[src/rtl/dst_port_filter.sv]
// -----------------------------------------------------------------------------
// dst_port_filter
//
// Sits right after the port-swap stage. Looks at the IO-queue module header of
// each packet and throws away, in full, every packet whose one-hot destination
// field is empty or names a port outside VALID_PORT_MASK. Everything else is
// forwarded untouched. Forwarded and dropped packets are counted.
//
// Ports:
//   clk           single clock
//   reset         synchronous reset, active low
//   in_data/ctrl  word from upstream, written into the input FIFO on in_wr
//   in_wr         upstream word valid
//   in_rdy        upstream may write (FIFO below 7 entries)
//   out_data/ctrl registered word to the output queues
//   out_wr        registered word valid
//   out_rdy       downstream can take a word this cycle
//   fwd_pkt_cnt   packets forwarded (wrapping 32-bit)
//   drop_pkt_cnt  packets dropped   (wrapping 32-bit)
// -----------------------------------------------------------------------------
module dst_port_filter #(
  parameter int                  DATA_WIDTH      = 64,
  parameter int                  CTRL_WIDTH      = DATA_WIDTH/8,
  parameter logic [CTRL_WIDTH-1:0] IOQ_HDR_CTRL  = 8'hFF,
  parameter int                  DST_PORT_POS    = 48,
  parameter logic [15:0]         VALID_PORT_MASK = 16'h0055
) (
  input  logic                  clk,
  input  logic                  reset,
  input  logic [DATA_WIDTH-1:0] in_data,
  input  logic [CTRL_WIDTH-1:0] in_ctrl,
  input  logic                  in_wr,
  output logic                  in_rdy,
  output logic [DATA_WIDTH-1:0] out_data,
  output logic [CTRL_WIDTH-1:0] out_ctrl,
  output logic                  out_wr,
  input  logic                  out_rdy,
  output logic [31:0]           fwd_pkt_cnt,
  output logic [31:0]           drop_pkt_cnt
);

  localparam int DEPTH = 8;
  localparam int AW    = 3;
  localparam int FW    = CTRL_WIDTH + DATA_WIDTH;

  // ---------------------------------------------------------------------------
  // Input FIFO: fall-through, the head entry is visible combinationally as
  // soon as the count is nonzero.
  // ---------------------------------------------------------------------------
  logic [FW-1:0] r_mem [DEPTH];
  logic [AW-1:0] r_wptr;
  logic [AW-1:0] r_rptr;
  logic [AW:0]   r_count;

  logic                  w_pop;
  logic                  w_empty;
  logic                  w_nearly_full;
  logic [DATA_WIDTH-1:0] w_head_data;
  logic [CTRL_WIDTH-1:0] w_head_ctrl;

  assign w_empty       = (r_count == '0);
  // One slot of slack so the upstream can still land a word that was already
  // in flight when in_rdy dropped.
  assign w_nearly_full = (r_count >= (AW+1)'(DEPTH-1));
  assign in_rdy        = !w_nearly_full;

  assign {w_head_ctrl, w_head_data} = r_mem[r_rptr];

  // Storage has no reset; validity is tracked by the pointers/count.
  always_ff @(posedge clk) begin
    if (reset && in_wr)
      r_mem[r_wptr] <= {in_ctrl, in_data};
  end

  always_ff @(posedge clk) begin
    if (!reset) begin
      r_wptr  <= '0;
      r_rptr  <= '0;
      r_count <= '0;
    end else begin
      if (in_wr) r_wptr <= r_wptr + 1'b1;
      if (w_pop) r_rptr <= r_rptr + 1'b1;
      r_count <= r_count + (AW+1)'(in_wr) - (AW+1)'(w_pop);
    end
  end

  // ---------------------------------------------------------------------------
  // Header decode on the FIFO head
  // ---------------------------------------------------------------------------
  logic [15:0] w_dst;
  logic        w_is_hdr;
  logic        w_is_eop;
  logic        w_fwd_ok;

  assign w_dst    = w_head_data[DST_PORT_POS +: 16];
  assign w_is_hdr = (w_head_ctrl == IOQ_HDR_CTRL);
  assign w_is_eop = (w_head_ctrl != '0);
  assign w_fwd_ok = (w_dst != 16'h0) && ((w_dst & ~VALID_PORT_MASK) == 16'h0);

  // ---------------------------------------------------------------------------
  // Packet FSM
  // ---------------------------------------------------------------------------
  typedef enum logic [1:0] {
    S_HDR  = 2'd0,
    S_FWD  = 2'd1,
    S_DROP = 2'd2
  } state_t;

  state_t r_state;
  state_t w_next;

  always_ff @(posedge clk) begin
    if (!reset) r_state <= S_HDR;
    else        r_state <= w_next;
  end

  always_comb begin
    w_next = r_state;
    unique case (r_state)
      S_HDR: begin
        if (!w_empty) begin
          if (w_is_hdr) begin
            if (!w_fwd_ok)    w_next = S_DROP;
            else if (out_rdy) w_next = S_FWD;
          end else if (!w_is_eop) begin
            // Headless multi-word fragment: discard through its EOP.
            w_next = S_DROP;
          end
        end
      end
      S_FWD: begin
        if (!w_empty && out_rdy && w_is_eop) w_next = S_HDR;
      end
      S_DROP: begin
        if (!w_empty && w_is_eop) w_next = S_HDR;
      end
      default: w_next = S_HDR;
    endcase
  end

  logic w_emit;
  logic w_inc_fwd;
  logic w_inc_drop;

  always_comb begin
    w_pop      = 1'b0;
    w_emit     = 1'b0;
    w_inc_fwd  = 1'b0;
    w_inc_drop = 1'b0;
    unique case (r_state)
      S_HDR: begin
        if (!w_empty) begin
          if (w_is_hdr && w_fwd_ok) begin
            // Forwarded header waits for downstream space.
            if (out_rdy) begin
              w_pop     = 1'b1;
              w_emit    = 1'b1;
              w_inc_fwd = 1'b1;
            end
          end else begin
            // Bad header or stray word: consumed without looking at out_rdy.
            w_pop      = 1'b1;
            w_inc_drop = 1'b1;
          end
        end
      end
      S_FWD: begin
        if (!w_empty && out_rdy) begin
          w_pop  = 1'b1;
          w_emit = 1'b1;
        end
      end
      S_DROP: begin
        if (!w_empty) w_pop = 1'b1;
      end
      default: ;
    endcase
  end

  // ---------------------------------------------------------------------------
  // Output register and counters
  // ---------------------------------------------------------------------------
  logic [DATA_WIDTH-1:0] r_out_data;
  logic [CTRL_WIDTH-1:0] r_out_ctrl;
  logic                  r_out_wr;
  logic [31:0]           r_fwd_cnt;
  logic [31:0]           r_drop_cnt;

  always_ff @(posedge clk) begin
    if (!reset) begin
      r_out_wr   <= 1'b0;
      r_out_data <= '0;
      r_out_ctrl <= '0;
    end else begin
      r_out_wr <= w_emit;
      if (w_emit) begin
        r_out_data <= w_head_data;
        r_out_ctrl <= w_head_ctrl;
      end
    end
  end

  always_ff @(posedge clk) begin
    if (!reset) begin
      r_fwd_cnt  <= '0;
      r_drop_cnt <= '0;
    end else begin
      if (w_inc_fwd)  r_fwd_cnt  <= r_fwd_cnt + 32'd1;
      if (w_inc_drop) r_drop_cnt <= r_drop_cnt + 32'd1;
    end
  end

  assign out_wr       = r_out_wr;
  assign out_data     = r_out_data;
  assign out_ctrl     = r_out_ctrl;
  assign fwd_pkt_cnt  = r_fwd_cnt;
  assign drop_pkt_cnt = r_drop_cnt;

endmodule

[config.mk]
export PLATFORM = sky130hd
export DESIGN_NAME = dst_port_filter
export DESIGN_NICKNAME = d
export VERILOG_FILES = /design/src/rtl/dst_port_filter.sv
export SDC_FILE = /design/constraint.sdc
export NUM_CORES = 1
export LEC_CHECK = 0
export ABC_AREA = 1
export CAP_MARGIN = 20
export CORE_ASPECT_RATIO = 1.75
export CORE_MARGIN = 5
export CORE_UTILIZATION = 50
export CTS_CLUSTER_DIAMETER = 60
export CTS_CLUSTER_SIZE = 20
export DETAILED_ROUTE_END_ITERATION = 16
export GPL_ROUTABILITY_DRIVEN = 0
export PLACE_DENSITY = 0.81
export SETUP_SLACK_MARGIN = 0.2
export SLEW_MARGIN = 25
export SYNTH_ARGS = -nofsm -noshare
export SYNTH_HDL_FRONTEND = slang
export SYNTH_SLANG_ARGS = --single-unit
[constraint.sdc]
create_clock -name clk -period 4.2 [get_ports clk]
set_clock_uncertainty 0.05 [all_clocks]
set_input_delay 0.42 -clock clk [delete_from_list [all_inputs] [get_ports clk]]
set_output_delay 0.42 -clock clk [all_outputs]
set_load 0.01 [all_outputs]
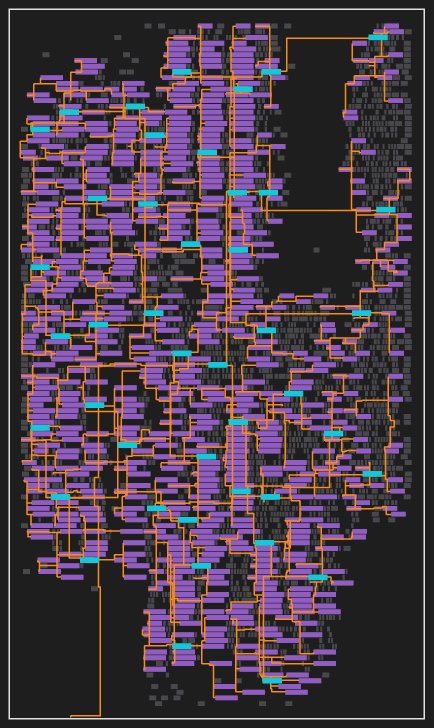
Fig. 1. Routed clock nets over the placement.
cyan -> cells driving clock nets  # count 43
orange -> clock wires  # length 7090 um
purple -> flip-flops  # count 728
flops lie = widely spread
Clock Power: 4.19 mW
clk_lat worst skew: 0.58 ns

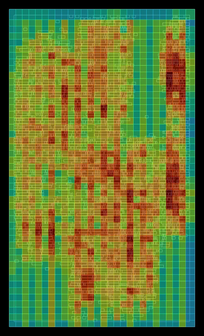
Fig. 2. Routing congestion.
Final Util: 57.4%
GR peak layer: met2
drt wl/cell: 19.3 um

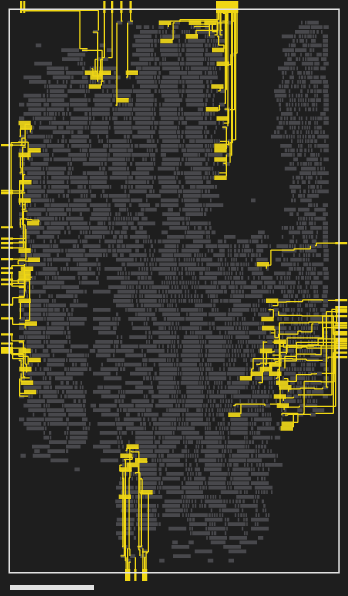
Fig. 3. Port wiring.
Bar = 50 um.
yellow -> out_data  # direction output, edge 20 top, 19 left, 18 right, 7 bottom, end cells 64, wire 3640 um
I/O pin total: 214
port bufs: 213

[power by group]
part | internal, mW | switching [mW]
clock network | 1.96 | 2.23
registers | 7.90 | 0.104
logic | 1.28 | 3.00
total | 11.1 | 5.33
[layer usage]
metal / wire length [um] / track usage, % / share of wire [%] / up-vias
met2: 39300 / 41.1 / 52 / 962
met4: 3250 / 9.74 / 4.3 / 2
met1: 27100 / 25.8 / 36 / 10251
li1: - / - / - / 10176
met3: 5480 / 2.54 / 7.3 / 197
met5: 20 / 0 / 0.027 / -
[state kept, by name (all words and copies together), names as in the netlist, named ones only]
name and count:
fwd_pkt_cnt 32, out_wr 1, r_rptr 3, r_mem 576
out_ctrl 8, r_count 4, drop_pkt_cnt 32, r_wptr 3
out_data 64, r_state 2
[synth_stat cells]
library cell	count	share of area, %
nor4_1	15	0.31
o21ai_0	213	3.5
buf_2	42	0.70
buf_6	6	0.22
nand2_4	1	0.037
a21oi_1	107	1.8
edfxtp_1	576	57
o21ai_1	21	0.35
clkinv_1	1	0.012
nor2_1	359	4.5
a211oi_1	1	0.025
and2_1	2	0.041
nand4_1	7	0.14
a221oi_1	1	0.029
nor3b_1	1	0.025
nand3_2	3	0.099
ha_1	9	0.37
a32o_1	34	1.1
inv_4	1	0.021
nor2_2	2	0.041
buf_4	6	0.15
dfxtp_1	152	10
fa_1	1	0.066
nor3_1	28	0.46
buf_1	19	0.24
nand2_1	765	9.5
inv_1	223	2.8
clkbuf_1	82	1.0
nand3_1	127	2.1
xor2_1	46	1.3
inv_2	2	0.025
o22ai_1	48	0.99
o221ai_1	14	0.41
xnor2_1	13	0.38
[worst max-delay path, delay by kind of cell, from the launching register on]
kind / cells / cell delay (ns)
AND/OR/NAND/NOR: 14 / 1.56
buffers and inverters: 2 / 0.73
adder cells (fa/ha/maj): 2 / 0.58
flip-flops: 1 / 0.55
[layout make-up]
class	instances	area [sq um]	area share (%)
antenna	6	15.0	0.0436
clock inverter	5	47.5	0.138
clock buffer	73	1190	3.45
sequential	728	20300	59.1
inverter	227	866	2.51
multi-input combinational	1818	8400	24.4
tap	786	983	2.86
timing repair buffer	259	2580	7.49
[cells in the final DEF, fill, tap and decap left out, types with 3 or more instances in the layout]
cell | netlist | final
nor4_1 | 15 | 15
nor3_1 | 28 | 28
a32o_1 | 34 | 34
o21ai_1 | 21 | 21
clkbuf_1 | 82 | 30
clkbuf_16 | 0 | 43
xnor2_1 | 13 | 13
diode_2 | 0 | 6
a21oi_1 | 107 | 107
o21ai_0 | 213 | 213
ha_1 | 9 | 9
nor2_4 | 0 | 8
xor2_1 | 46 | 46
inv_1 | 223 | 222
nor2_1 | 359 | 351
clkdlybuf4s50_1 | 0 | 212
o221ai_1 | 14 | 14
dfxtp_1 | 152 | 149
nand4_1 | 7 | 7
edfxtp_1 | 576 | 576
o22ai_1 | 48 | 48
nand3_2 | 3 | 3
buf_12 | 0 | 8
nand3_1 | 127 | 127
nand2_1 | 765 | 765
buf_4 | 6 | 38
==> results.py <==
# Flow results
metrics = {
    "clocking": {
        "cts_tree": "built",
        "path_clk_slew_ns": 0.09,
        "root_buffer": "clkbuf_16",
        "numCtsBuffers": 43,
        "cts.path.max_buffers": 3,
    },
    "critical_path": {
        "rr_worst_depth": 18,
        "critPathSlowestCell": "buf_4",
        "cp.arrival_ns": 4.08,
        "cpMostUsedCell": "nand2_1",
    },
    "drt": {
        "via_per_inst": 5.53,
        "postRouteWirelength_um": 75200,
    },
    "final_layout": {
        "area_growth_pct": 13.9,
        "final.fill_count": 4806,
    },
    "placement": {
        "place_inst": 3818,
    },
    "floorplan": {
        "die_y_um": 335,
    },
    "status": {
        "outcome": "complete, no violations",
    },
    "logic_synthesis": {
        "syn_area_per_cell_sq_um": 10.3,
    },
    "grt": {
        "grt_pass1_wl_um": 115000,
        "grt_pass1_vias": 21122,
    },
    "final_timing": {
        "fin_crit_sh_pct": 86.0,
    },
}
Power is estimated from default activity; no workload was simulated.
